**config.mk**
```make
export PLATFORM = sky130hd
export DESIGN_NAME = alu_cmd_driver
export DESIGN_NICKNAME = d
export VERILOG_FILES = /design/src/rtl/alu_cmd_driver.sv
export SDC_FILE = /design/constraint.sdc
export NUM_CORES = 1
export LEC_CHECK = 0
export ABC_CLOCK_PERIOD_IN_PS = 2100
export CORE_UTILIZATION = 43
export DETAILED_ROUTE_END_ITERATION = 8
export MAX_ROUTING_LAYER = met4
export PLACE_DENSITY = 0.82
export SYNTH_ARGS = -nofsm -noshare
export SYNTH_HDL_FRONTEND = slang
export SYNTH_SLANG_ARGS = --single-unit
```
**constraint.sdc**
```tcl
create_clock -name clk -period 2.1 [get_ports clk]
set_clock_uncertainty 0.2 [all_clocks]
set_input_delay 0.525 -clock clk [delete_from_list [all_inputs] [get_ports clk]]
set_output_delay 0.525 -clock clk [all_outputs]
set_load 0.1 [all_outputs]
```
**src/rtl/alu_cmd_driver.sv**
```systemverilog
// alu_cmd_driver: host-side initiator for the 8-bit ALU tile.
// Takes one command (opcode, A, B), sends it to the tile as a three-beat
// frame, waits WAIT_CYCLES cycles, samples the tile result and returns it
// on a valid/ready response port. Every output comes straight from a flop.
`timescale 1ns/1ps

module alu_cmd_driver #(
  // Cycles between the last frame beat and the cycle whose end samples
  // bus_in. Legal range 1..15 (the wait counter is 4 bits wide).
  parameter int unsigned WAIT_CYCLES = 2
) (
  input  logic       clk,
  input  logic       rst,
  input  logic       cmd_valid,
  output logic       cmd_ready,
  input  logic [3:0] cmd_opcode,
  input  logic [7:0] cmd_a,
  input  logic [7:0] cmd_b,
  output logic [7:0] bus_out,
  output logic       bus_valid,
  output logic       bus_sof,
  input  logic [7:0] bus_in,
  output logic       rsp_valid,
  input  logic       rsp_ready,
  output logic [7:0] rsp_result,
  output logic [3:0] rsp_opcode,
  output logic       busy,
  output logic [7:0] frame_count
);

  typedef enum logic [2:0] {
    ST_IDLE,
    ST_OPC,
    ST_OPA,
    ST_OPB,
    ST_WAIT,
    ST_RESP
  } state_t;

  localparam logic [3:0] WAIT_LOAD = 4'(WAIT_CYCLES - 1);

  state_t     r_state;
  logic [3:0] r_opcode;
  logic [7:0] r_a;
  logic [7:0] r_b;
  logic [3:0] r_wait_cnt;

  logic       r_cmd_ready;
  logic [7:0] r_bus_out;
  logic       r_bus_valid;
  logic       r_bus_sof;
  logic       r_rsp_valid;
  logic [7:0] r_rsp_result;
  logic [3:0] r_rsp_opcode;
  logic       r_busy;
  logic [7:0] r_frame_count;

  // Frame sequencer. Bus outputs are computed one state ahead, so the
  // registered value seen in a cycle always belongs to the state of that cycle.
  always_ff @(posedge clk or negedge rst) begin
    if (!rst) begin
      r_state       <= ST_IDLE;
      r_opcode      <= 4'h0;
      r_a           <= 8'h00;
      r_b           <= 8'h00;
      r_wait_cnt    <= 4'h0;
      r_cmd_ready   <= 1'b0;
      r_bus_out     <= 8'h00;
      r_bus_valid   <= 1'b0;
      r_bus_sof     <= 1'b0;
      r_rsp_valid   <= 1'b0;
      r_rsp_result  <= 8'h00;
      r_rsp_opcode  <= 4'h0;
      r_busy        <= 1'b0;
      r_frame_count <= 8'h00;
    end else begin
      // The bus is idle unless the next state is a beat state.
      r_bus_out   <= 8'h00;
      r_bus_valid <= 1'b0;
      r_bus_sof   <= 1'b0;
      case (r_state)
        ST_IDLE: begin
          // cmd_ready is held low under reset, so it rises one edge after release.
          r_cmd_ready <= 1'b1;
          if (cmd_valid && r_cmd_ready) begin
            r_opcode    <= cmd_opcode;
            r_a         <= cmd_a;
            r_b         <= cmd_b;
            r_bus_out   <= {cmd_opcode, 4'h0};
            r_bus_valid <= 1'b1;
            r_bus_sof   <= 1'b1;
            r_cmd_ready <= 1'b0;
            r_busy      <= 1'b1;
            r_state     <= ST_OPC;
          end
        end
        ST_OPC: begin
          r_bus_out   <= r_a;
          r_bus_valid <= 1'b1;
          r_state     <= ST_OPA;
        end
        ST_OPA: begin
          r_bus_out   <= r_b;
          r_bus_valid <= 1'b1;
          r_state     <= ST_OPB;
        end
        ST_OPB: begin
          r_wait_cnt <= WAIT_LOAD;
          r_state    <= ST_WAIT;
        end
        ST_WAIT: begin
          if (r_wait_cnt == 4'h0) begin
            // Single sampling edge for the tile result.
            r_rsp_result <= bus_in;
            r_rsp_opcode <= r_opcode;
            r_rsp_valid  <= 1'b1;
            r_state      <= ST_RESP;
          end else begin
            r_wait_cnt <= r_wait_cnt - 4'd1;
          end
        end
        ST_RESP: begin
          if (rsp_ready) begin
            r_rsp_valid   <= 1'b0;
            r_frame_count <= r_frame_count + 8'd1;
            r_cmd_ready   <= 1'b1;
            r_busy        <= 1'b0;
            r_state       <= ST_IDLE;
          end
        end
        default: begin
          r_cmd_ready <= 1'b0;
          r_busy      <= 1'b0;
          r_rsp_valid <= 1'b0;
          r_state     <= ST_IDLE;
        end
      endcase
    end
  end

  assign cmd_ready   = r_cmd_ready;
  assign bus_out     = r_bus_out;
  assign bus_valid   = r_bus_valid;
  assign bus_sof     = r_bus_sof;
  assign rsp_valid   = r_rsp_valid;
  assign rsp_result  = r_rsp_result;
  assign rsp_opcode  = r_rsp_opcode;
  assign busy        = r_busy;
  assign frame_count = r_frame_count;

endmodule

```
==> run summary, run 1 <==
fresh numbers from the pnr run: status=finished, violations left, violated checks=negative setup slack, crit-path cells=inv_2 -> ha_4 -> or3b_4 -> or4_4 -> mux2_4, Slew @ Worst Pin=0.683 ns, Most common reg cell=dfrtp_1, EDFF count, synth=0, Setup violations, final=12, tool warnings=29, ranking of synthesized cells by area=dfrtp_1 60%, mux2_2 11%, mux2_4 5.4%, # H-tree levels=3, total power=7.02 mW, routed len/inst=16.4 µm, yosys cell count=183, asr flop ratio synth=100%, Rel. slew slack=54.3%, Total GRT Usage=20.7%, total wire length=5.66 mm, Worst Hold Launch=r_wait_cnt[3]$_DFFE_PN0P_, Routed Antenna Nets=0, initial antenna violation count=0, final hold viol count=0, Leakage=1.79 nW, Initial DRT Pass Iterations=4, max-slew violations=0, largest net degree at the start of global routing=61, Synth top cells by count=60 x dfrtp_1, 25 x mux2_2, 9 x inv_1, 9 x mux2_4, 9 x nand2_1, layout cell share with drive strength beyond 1=39.9%, Reg2Reg Setup Slack=-0.13 ns, crit path DAT=2.25 ns, Logic cell area=945 µm², vias in the first global route=1809, I/O Buffers=64, final worst slack=-0.130 ns, crit path from=r_wait_cnt[0]$_DFFE_PN0P_, Critical Path End=rsp_opcode[1]$_DFFE_PN0P_, Die Ht=78.2 µm, period utilization=106%, TritonCTS clock tree=done, Crit Path Max Fanout=7, HP Class=register to register, worst flop-to-flop path startpoint=r_wait_cnt[0]$_DFFE_PN0P_, Layout Nets=303, Area Growth Syn to Fin=55.7%, number of antenna diodes=0
[run 1: where the power goes]
part	total [mW]	leakage [nW]	switching [mW]	internal, mW
Sequential	2.10	0.743	0.458	1.65
Combinational	3.95	0.943	2.30	1.65
Clock	0.965	0.0986	0.416	0.549
[run 1: cells by family after synthesis]
logic type / after synthesis / share of synthesized area (%)
AND-OR/OR-AND: 24 / 6.42
XOR/XNOR: 8 / 2.81
adder cells (fa/ha/maj): 2 / 1.00
buffers and inverters: 17 / 3.51
flip-flops: 60 / 60.2
multiplexers: 37 / 17.9
AND/OR/NAND/NOR: 35 / 8.22
[run 1: state kept, by name, summed over array words and instances (netlist names)]
| register | count |
|---|---|
| bus_out | 8 |
| bus_sof | 1 |
| bus_valid | 1 |
| busy | 1 |
| cmd_ready | 1 |
| frame_count | 8 |
| r_a | 8 |
| r_b | 8 |
| r_opcode | 4 |
| r_state | 3 |
| r_wait_cnt | 4 |
| rsp_opcode | 4 |
| rsp_result | 8 |
| rsp_valid | 1 |
[run 1: layer usage]
| layer | routed length, µm | vias up | share of wire (%) |
|---|---|---|---|
| met3 | 280 | 10 | 4.9 |
| met1 | 2300 | 904 | 41 |
| met4 | 117 | 0 | 2.1 |
| met5 | 0 | - | 0 |
| li1 | - | 818 | - |
| met2 | 2970 | 53 | 52 |
[run 1: per-stage QoR]
| step | hold WS, ns | setup TNS, ns |
|---|---|---|
| after floorplan | 0.0294 | -1.41 |
| after global placement | 0.267 | -0.575 |
| after detailed placement | 0.271 | -1.18 |
| after CTS | 0.283 | -0.412 |
| after global routing | 0.304 | -1.49 |
| final | 0.280 | -1.05 |
[run 1: area by class of cell]
| class | instances | area share [%] |
|---|---|---|
| multi-input combinational | 107 | 24.3 |
| sequential | 60 | 38.7 |
| inverter | 9 | 0.869 |
| clock buffer | 14 | 4.70 |
| tap | 72 | 2.32 |
| clock inverter | 1 | 0.129 |
| timing repair buffer | 82 | 29.0 |
[run 1: repair_timing]
action | in CTS | in global routing
setup endpoints to repair | 13 | 16
setup buffers | 2 | 3
cloned | 1 | 0
endpoints found under the hold margin | 2 | 0
hold buffers | 1 | 0
gates resized | 5 | 2
pin swaps | 0 | 0
[run 1: layout by cell type, fill, tap and decap left out, types with 2 or more instances in the layout]
master / instances
nor2_1: 2
buf_12: 35
dfrtp_1: 59
nor2b_1: 3
nand4_1: 2
clkbuf_8: 13
mux2_2: 24
a22oi_1: 5
inv_1: 7
nor3b_1: 2
mux2i_1: 3
a211oi_1: 3
inv_2: 2
a22o_1: 4
mux2_4: 10
xnor2_1: 7
a21oi_1: 2
nand2_1: 9
nor3b_2: 2
clkdlybuf4s50_1: 30
and2_1: 2
buf_4: 15
or4_4: 2
nand3_1: 6
o21ai_0: 8
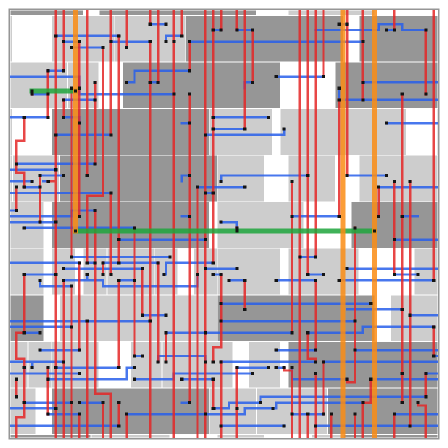
run_1/zoom.png
Region (27, 27) to (52, 52) µm. Cells in grey, sequential cells in the stronger grey; small squares are vias.
[met3] green
[met1] blue
[met4] orange
[met2] red
most frequent: dfrtp_1 (12), buf_4 (6), nand2_1 (4)
sequential cells in the window: 12
cells with their middle in the window: 41
netlist names of flops here include: bus_out (2), r_opcode (2), r_state (2)

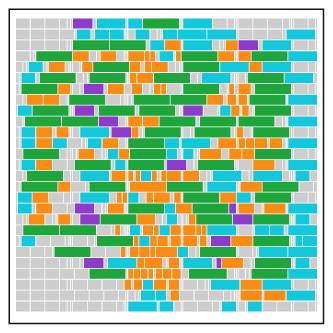
run_1/cell_classes.png
(4 px per µm) Fill, decap, tap and diode cells in grey.
[clock drivers and dummy loads] purple | cells: 15 | share of their area: 4.9%
[other buffers and delay cells] cyan | cells: 82 | share of their area: 30%
[all other logic] orange | cells: 116 | share of their area: 26%
[flip-flops] green | cells: 60 | share of their area: 40%

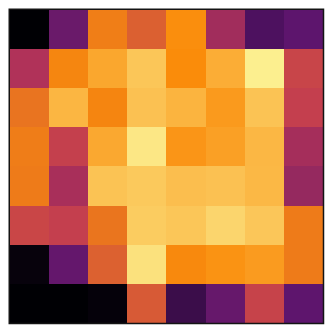
run_1/density.png
(4 px per µm) The die is cut into 8 by 8 equal tiles; black is low, pale yellow is high, 0 to 100% covered.
nearly empty tiles: 7.8%
fullest tile: 97%
emptiest ninth of the die: lower left
densest ninth of the die: centre
mean over tiles: 62%
tiles over 75% full: 42%

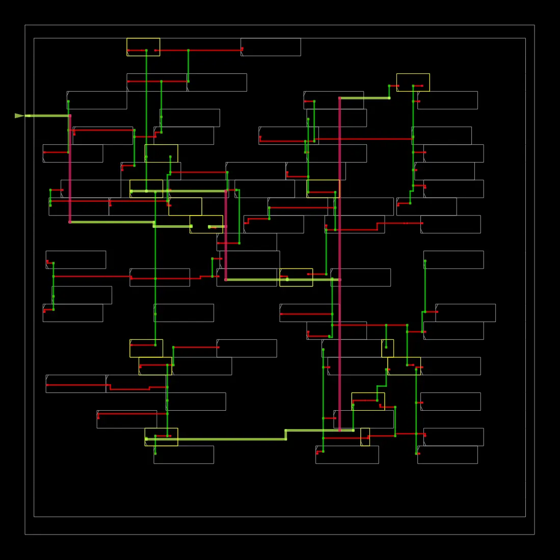
run_1/final_clocks.png
CTS buffer count: 9
clk_lat worst skew: 0.33 ns

==> run 2: changes to the inputs <==
- ABC_CLOCK_PERIOD_IN_PS: 2100 -> 1900
- CORE_UTILIZATION: 43 -> 24
- PLACE_DENSITY: 0.82 -> 0.54
- clock period: 2.1 -> 1.9 ns (I/O delays scaled with it)
==> run summary, run 2 <==
fresh numbers from the pnr run: status=finished, violations left, violated checks=negative setup slack, initial antenna violation count=0, number of antenna diodes=0, # H-tree levels=3, crit path DAT=2.20 ns, area fraction in compound gates=6.42%, max-slew violations=0, ranking of synthesized cells by area=dfrtp_1 60%, mux2_2 11%, mux2_4 5.4%, CTS buffer count=9, clock root cell=clkbuf_8, most frequent logic cells in the routed design=58 x dfrtp_1, 35 x buf_12, 30 x clkdlybuf4s50_1, clk_lat worst skew=0.34 ns, Top cell excl fill/tap=dfrtp_1, Post-Syn Area=2500 µm², Synth top cells by count=60 x dfrtp_1, 25 x mux2_2, 9 x inv_1, 9 x mux2_4, 9 x nand2_1, global-route wire length before repair=9.19 mm, I/O Buffers=64, routed len/inst=13.3 µm, final worst slack=-0.280 ns, Total Die Area=10800 µm², Initial DRT Pass Iterations=4, final hold viol count=0, layout cell share with drive strength beyond 1=42.1%, EDFF count, synth=0, vias in the first global route=1886, simple share=8.22%, Setup violations, final=12, Slew @ Worst Pin=0.649 ns, Total GRT Usage=11.3%, HP Class=register to register, GRT busiest layer=met2, TritonCTS clock tree=done, Leakage=1.80 nW, yosys cell count=183, total wire length=5.45 mm, worst hold margin=0.282 ns, asr flop ratio synth=100%, period utilization=115%, Routed Antenna Nets=0, Crit Path Category=register to register, Post-Synth XOR/XNOR Area=2.81%, Rel. slew slack=56.5%, mux share=17.9%, Most common reg cell=dfrtp_1, main logic family after synthesis=multiplexers, Max Cap Viol=0, Post-Synth Adder-Cell Area=1.00%, total power=7.76 mW, Layout Nets=307, Area Growth Syn to Fin=60.5%, Crit Path Max Fanout=7, Die Ht=104 µm, largest net degree at the start of global routing=61, final core occ=40.4%, tool warnings=29
run 2: cell counts after synthesis:
No cell type changed its count.
run 2: logic make-up (layout without fill, tap and decap cells):
| group | Yosys count | count (layout) |
|---|---|---|
| DFF | 60 | 60 |
| adders and majority gates | 2 | 2 |
| AOI/OAI and AO/OA | 24 | 24 |
| xor gates and xnor gates | 8 | 8 |
| muxes | 37 | 37 |
| buffers and inverters | 17 | 111 |
| and+or+nand+nor | 35 | 36 |
run 2: worst paths after layout:
check	startpoint	to	slack, ns	cells past startpoint
max reg2reg	r_wait_cnt[0]$_DFFE_PN0P_	rsp_result[5]$_DFFE_PN0P_	-0.28	5
min in group asynchronous	rst	rsp_result[2]$_DFFE_PN0P_	0.47	3
max in group asynchronous	rst	frame_count[4]$_DFFE_PN0P_	0.74	3
max	r_wait_cnt[0]$_DFFE_PN0P_	rsp_result[5]$_DFFE_PN0P_	-0.28	5
min reg2reg	r_b[0]$_DFFE_PN0P_	bus_out[0]$_DFF_PN0_	0.28	1
min	r_b[0]$_DFFE_PN0P_	bus_out[0]$_DFF_PN0_	0.28	1
run 2: cell type report:
type,instances,area (µm²)
tap,133,166
timing repair buffer,86,1160
multi-input combinational,107,957
inverter,9,33.8
clock buffer,11,131
fill,950,5900
sequential,60,1510
clock inverter,5,52.6
run 2: metal layers:
layer | part of all wire, % | vias to the layer above
met3 | 5.8 | 10
met2 | 48 | 57
met5 | 0 | -
met1 | 45 | 857
met4 | 1.6 | 0
li1 | - | 828
run 2: critical path, stage by stage, from the launching register on:
cell and delay, ns:
dfrtp_1 0.40, inv_2 0.08, ha_4 0.13, or3b_4 0.38, or4_4 0.53, mux2_4 0.33
run 2: through the flow:
stage / TNS (ns) / instances
after floorplan: -3.87 / 183
after global placement: -3.90 / 390
after detailed placement: -4.41 / 390
after CTS: -2.90 / 410
after global routing: -3.61 / 411
final: -3.07 / 411
run 2: power by group:
part / total, mW / switching, mW / internal, mW
registers: 2.29 / 0.472 / 1.82
logic: 4.37 / 2.53 / 1.84
clock network: 1.09 / 0.495 / 0.599
total: 7.76 / 3.49 / 4.27
run 2: repair_timing:
action                                  4_1_cts  5_1_grt
resized                                       5        4
endpoints found under the setup margin       21       15
cloned                                        1        0
hold buffers                                  1        0
pin swaps                                     0        0
setup buffers                                 2        1
hold endpoints to repair                     60        0
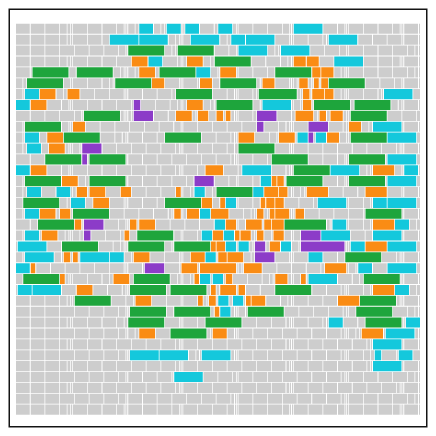
run_2/cell_classes.png
(4 px per µm) Fill, decap, tap and diode cells in grey.
[other buffers and delay cells] cyan | cells: 86 | share of their area: 30%
[flip-flops] green | cells: 60 | share of their area: 39%
[clock drivers and dummy loads] purple | cells: 16 | share of their area: 4.8%
[all other logic] orange | cells: 116 | share of their area: 26%

No activity file was given, so power comes from the tool's default toggle rates.
